### config.mk
export PLATFORM = sky130hd
export DESIGN_NAME = iter_divider
export DESIGN_NICKNAME = d
export VERILOG_FILES = /design/src/rtl/iter_divider.sv
export SDC_FILE = /design/constraint.sdc
export NUM_CORES = 1
export LEC_CHECK = 0
export CORE_ASPECT_RATIO = 0.5
export CORE_MARGIN = 4
export CORE_UTILIZATION = 45
export CTS_BUF_LIST = sky130_fd_sc_hd__clkbuf_16
export CTS_CLUSTER_SIZE = 24
export DETAILED_ROUTE_END_ITERATION = 6
export DONT_BUFFER_PORTS = 1
export PLACE_DENSITY_LB_ADDON = 0.1
export SLEW_MARGIN = 0
export SYNTH_ARGS = -nofsm -noshare
export SYNTH_HDL_FRONTEND = slang
export SYNTH_SLANG_ARGS = --single-unit
### constraint.sdc
create_clock -name clk -period 8.2 [get_ports clk]
set_input_delay 1.64 -clock clk [delete_from_list [all_inputs] [get_ports clk]]
set_output_delay 1.64 -clock clk [all_outputs]
set_load 0.005 [all_outputs]
### src/rtl/iter_divider.sv
// iter_divider: multi-cycle radix-2 restoring divider (DIV/DIVU/REM/REMU) with start/busy/done handshake
// Ports: clk; rst (sync, active-low); start/flush requests; div_opcode 00 DIV 01 DIVU 10 REM 11 REMU;
//        operand1 dividend, operand2 divisor; busy, doneD (one-cycle pulse), result_divide (held).
// Optional DIV_REUSE_EN: remembers the last full-path operands and both results so a matching
//        DIV<->REM / DIVU<->REMU request completes without iterating.
module iter_divider #(
  parameter int WIDTH = 32,
  localparam int CNT_W = $clog2(WIDTH + 1)
) (
  input  logic             clk,
  input  logic             rst,
  input  logic             start,
  input  logic             flush,
  input  logic [1:0]       div_opcode,
  input  logic [WIDTH-1:0] operand1,
  input  logic [WIDTH-1:0] operand2,
  output logic             busy,
  output logic             doneD,
  output logic [WIDTH-1:0] result_divide
);
  typedef enum logic [1:0] {IDLE, CALC, FIXUP, DONE} state_t;
  state_t state;
  logic [CNT_W-1:0] cnt;
  logic op_rem, neg_q, neg_r, spec;
  logic [WIDTH-1:0] rem, quo, dvs, spec_res;
  logic sgn, a_neg, b_neg, dz, ovf, hit;
  logic [WIDTH-1:0] a_mag, b_mag, hit_res, res_q, res_r, pre_res;
  logic [WIDTH:0] sh, diff;
  assign busy = state != IDLE;
  always_comb begin
    sgn = ~div_opcode[0];
    a_neg = sgn & operand1[WIDTH-1];
    b_neg = sgn & operand2[WIDTH-1];
    a_mag = a_neg ? -operand1 : operand1;
    b_mag = b_neg ? -operand2 : operand2;
    dz = operand2 == '0;
    ovf = sgn && operand1 == {1'b1, {(WIDTH-1){1'b0}}} && operand2 == '1;
    pre_res = dz ? (div_opcode[1] ? operand1 : '1) : ovf ? (div_opcode[1] ? '0 : operand1) : hit_res;
    sh = {rem, quo[WIDTH-1]};
    diff = sh - {1'b0, dvs};
    res_q = neg_q ? -quo : quo;
    res_r = neg_r ? -rem : rem;
  end
`ifdef DIV_REUSE_EN
  logic tag_v, tag_s;
  logic [WIDTH-1:0] tag_a, tag_b, tag_q, tag_r;
  assign hit = tag_v && tag_s == sgn && tag_a == operand1 && tag_b == operand2;
  assign hit_res = div_opcode[1] ? tag_r : tag_q;
  // Tag operands are captured at a full-path start and only become valid once FIXUP completes.
  always_ff @(posedge clk)
    if (!rst || flush) tag_v <= 1'b0;
    else if (state == IDLE && start && !(dz || ovf || hit)) begin
      tag_v <= 1'b0;
      tag_s <= sgn;
      tag_a <= operand1;
      tag_b <= operand2;
    end else if (state == FIXUP && !spec) begin
      tag_v <= 1'b1;
      tag_q <= res_q;
      tag_r <= res_r;
    end
`else
  assign hit = 1'b0;
  assign hit_res = '0;
`endif
  // Short-cut results still pass through FIXUP so every completion is registered the same way.
  always_ff @(posedge clk)
    if (!rst) begin
      state <= IDLE;
      doneD <= 1'b0;
      result_divide <= '0;
      cnt <= '0;
    end else if (flush) begin
      state <= IDLE;
      doneD <= 1'b0;
    end else begin
      doneD <= 1'b0;
      case (state)
        IDLE: if (start) begin
          op_rem <= div_opcode[1];
          neg_q <= a_neg ^ b_neg;
          neg_r <= a_neg;
          rem <= '0;
          quo <= a_mag;
          dvs <= b_mag;
          spec <= dz | ovf | hit;
          spec_res <= pre_res;
          cnt <= CNT_W'(WIDTH);
          state <= (dz | ovf | hit) ? FIXUP : CALC;
        end
        CALC: begin
          rem <= diff[WIDTH] ? sh[WIDTH-1:0] : diff[WIDTH-1:0];
          quo <= {quo[WIDTH-2:0], ~diff[WIDTH]};
          cnt <= cnt - 1'b1;
          if (cnt == CNT_W'(1)) state <= FIXUP;
        end
        FIXUP: begin
          result_divide <= spec ? spec_res : op_rem ? res_r : res_q;
          doneD <= 1'b1;
          state <= DONE;
        end
        default: state <= IDLE;
      endcase
    end
endmodule

Fig. 1: run 1, sizing map
Bar = 50 um.
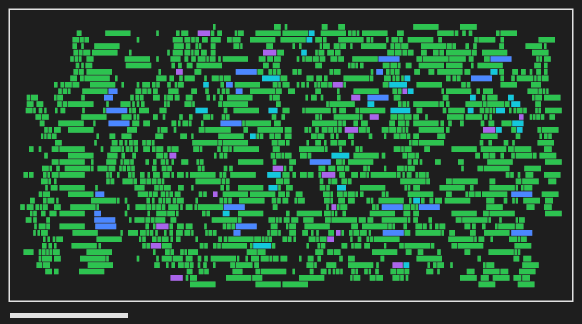
size	colour	cells	share
drive 6 and up	blue	26	2.0%
drive 2	purple	21	1.6%
drive 3 to 4	cyan	30	2.3%
drive 1 or less	green	1,208	94%
Final Instance Area: 0.0127 sq mm
Layout area overhead: 7.15%

Fig. 2: run 1, routed clock nets over the placement
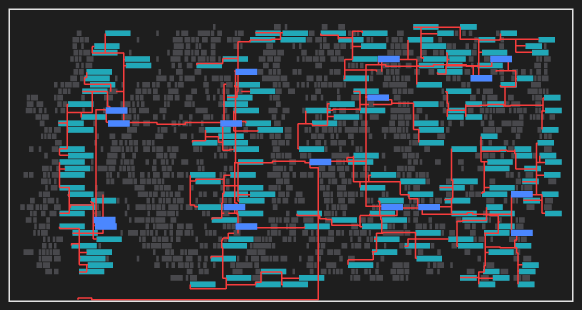
[clock wires] red | length: 2,310 um
[flip-flops] cyan | count: 173
[cells driving clock nets] blue | count: 17
routed clock nets	18
flops lie	spread over the die
Clock group: 793 uW
Clk network pwr share: 38.0%

==> metrics.cfg, run 1 <==
[finish]
nMultiInputCombCells = 1005
comb_area_share_pct = 51.8
nNonClkBuffers = 13
clock_buffers = 18
buf_share_pct = 0.769
finalNetCount = 1386
seq_cells = 173
logic_area_sq_mm = 0.00657
fin_cells = 1629

[route]
drtIter0Drc = 1053
dr_wl_met2_um = 13100
vias = 9775
vias_per_cell = 6.00
detail-route-antenna-nets = 0
drc_errors = 0
routedWlPerCell_um = 20.5

[yosys]
top_area_cell = edfxtp_1
yosysUniqueCellTypes = 71
top_cell_area_share_pct = 33.5
most_common_cell = nand2_1
synthTopCellsByCount = nand2_1, edfxtp_1, a21oi_1
synth_warnings = 0
yosysChipArea_sq_mm = 0.0118
ys_cells = 1310
ys.flop_type = edfxtp_1
synth_area_sq_mm = 0.0118
syn_avg_cell_area_sq_um = 9.04
syn_nets = 1424
edf_count = 132
syn_inst = 1310
adder_share_pct = 4.71
simple_gate_share_pct = 18.6
synth.cellmix.compoundShare_pct = 20.3
mux_share_pct = 0.740

[floorplan]
core_sq_mm = 0.0255
pin_count = 104
die_w_um = 237
die_h_um = 123

[worst_setup_path]
path_cells = inv_1, ha_1, fa_1, nand2b_1, a21oi_1, o211ai_1, a21oi_2, a21oi_1, mux2_4, nand2_2, or4b_1, a21oi_1
rrSetupSlack_ps = 4270
arrival_ps = 4230
end_kind = flip-flop
crit_path_top_delay_cell = nand2_2
endpoint = rem[9]
critPathTopFamily = simple AND/OR/NAND/NOR gates
reg2reg_depth = 12
cp_max_fo = 43
path_depth = 12
cp-start-kind = flip-flop
setup.worst_path.start = quo[31]
rr_endpoint = rem[9]
critical_path.most_common_cell = a21oi_1
max_stage_delay_ps = 610

[run_status]
outcome = finished, final reports clean

[sta]
fin_crit_ps = 3930
worstMarginPinSlew_ps = 1020
slew_headroom_pct = 31.3
rsz0062_at_grt = no
hold_slack_ps = 487
max_freq_mhz = 254
setup_viol = 0
finalWorstSetupSlack_ps = 4270

[clock_network]
cts_max_level = 4
tritoncts = done
cts_max_path_buffers = 2

[power_and_ir_drop]
seq_power_mw = 1.01
power_frac_seq_pct = 48.4
p_sw_uw = 581
power_leader = sequential cells

[global_routing]
grt_pass1_wl_um = 51200
antenna_found_initial = 1
grt_max_degree = 69
use_met1_pct = 36.1

[placed_design]
numPortBuffers = 0
gp_congestion = 0.901
dpl.hpwl_um = 25000
placement.cell_area_sq_mm = 0.0121

[hold_path]
hold_depth = 2
whs_endpoint = cnt[1]
holdCritStartpoint = cnt[1]

Fig. 3: run 1, placed standard cells
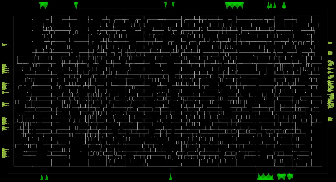
flop share of the area: 37.7%
tap cells: 344
fillcell total: 2,409

## Run 2: what changed since run 1
- clock period: 8.2 -> 3.25 ns (I/O delays scaled with it)
Fig. 4: run 2, routed metal per tile
24 x 12 tiles, from dark blue (low) to red (high), scaled to the fullest tile. Values are wire area over tile area, all layers added.
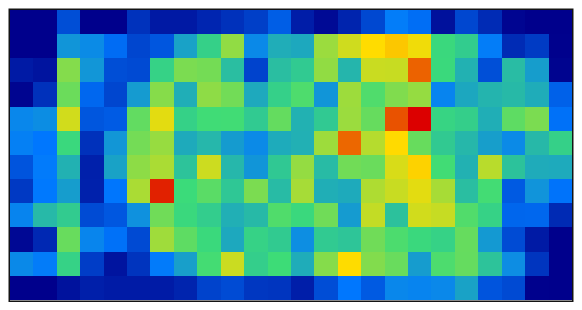
mean over tiles	0.19
emptiest ninth of the die	north-west
tiles over half the peak	29%
fullest tile	0.52
nearly empty tiles	6.6%
All-Layer GR Usage: 23.0%
wirelength, routed: 33,700 um
WL/cell: 20.3 um

Fig. 5: run 2, routed clock nets over the placement
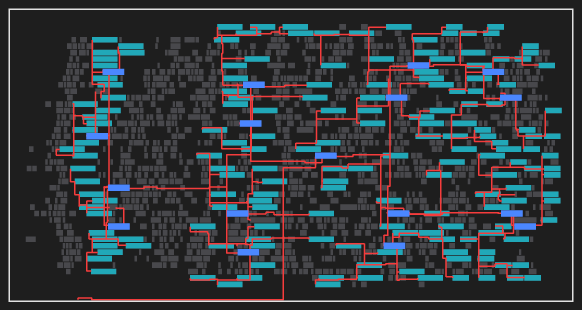
[flip-flops] cyan | count: 173
[cells driving clock nets] blue | count: 17
[clock wires] red | length: 2,360 um
routed clock nets	18
final setup skew: 10.3 ps
clk_lat worst skew: 450 ps
Clock group: 2.04 mW
Clk network pwr share: 38.2%

==> metrics.cfg, run 2 <==
[yosys]
most_common_cell = nand2_1
ys_sh_xor_pct = 10.9
synth.cellmix.compoundShare_pct = 20.3
adder_share_pct = 4.71
syn_nets = 1424
synthTopCellsByCount = nand2_1, edfxtp_1, a21oi_1
yosysUniqueCellTypes = 71
syn_inst = 1310
ys.flop_type = edfxtp_1
synth_warnings = 0
syn_avg_cell_area_sq_um = 9.04
top_cell_area_share_pct = 33.5
ys_cells = 1310
top_area_cell = edfxtp_1
synth_area_sq_mm = 0.0118
mux_share_pct = 0.740
yosysChipArea_sq_mm = 0.0118

[floorplan]
pin_count = 104
die_h_um = 123
die_w_um = 237
nWellTaps = 344
fp_util_pct = 46.4
core_sq_mm = 0.0255

[worst_setup_path]
end_kind = flip-flop
cp-start-kind = flip-flop
r2r-start = quo[31]
crit_path_top_delay_cell = or4b_1
path_depth = 12
reg2reg_depth = 12
endpoint = rem[9]
critPathTopFamily = AND-OR/OR-AND gates
path_cells = inv_1, ha_1, fa_1, nand2b_4, a21oi_4, o211ai_1, a21oi_2, a21oi_2, mux2_4, nand2_4, or4b_1, a21oi_1
critical_path.most_common_cell = a21oi_2
max_stage_delay_ps = 450
cp_max_fo = 6
rr_endpoint = rem[9]
rrSetupSlack_ps = 190
arrival_ps = 3360

[route]
drtIter0Drc = 994
firstDrtPassIters = 5
vias_per_cell = 5.99
dr_wl_met2_um = 13400
vias = 9944
drc_errors = 0

[clock_network]
cts_max_level = 4
tritoncts = done
cts_max_path_buffers = 2

[global_routing]
grt_max_degree = 74
antenna_found_initial = 0
grt_pass1_wl_um = 52200
use_met1_pct = 35.7

[hold_path]
holdCritStartpoint = div_opcode[1]
hold_depth = 0
whs_endpoint = op_rem

[sta]
max_freq_mhz = 327
fin_crit_ps = 3060
worstMarginPinSlew_ps = 855
setup_viol = 0
finalWorstSetupSlack_ps = 188
hold_slack_ps = 298

[finish]
buf_share_pct = 3.01
logic_area_sq_mm = 0.00660
final_cell_area_sq_mm = 0.0130
comb_area_share_pct = 50.7
nFillCells = 2377
seq_share_pct = 36.8
antenna_cells = 0
nMultiInputCombCells = 1005
finalNetCount = 1418
area_growth_pct = 9.90
seq_cells = 173
seqCellArea_sq_mm = 0.00478
nNonClkBuffers = 45

[placed_design]
numPortBuffers = 0
placement.cell_area_sq_mm = 0.0124
gp_congestion = 0.935
dpl.hpwl_um = 25200

[power_and_ir_drop]
power_leader = sequential cells
p_sw_mw = 1.43
seq_power_mw = 2.54
power_frac_seq_pct = 47.7
p_sw_share_pct = 26.8

[run_status]
outcome = finished, final reports clean

Power and IR drop assume default switching activity.
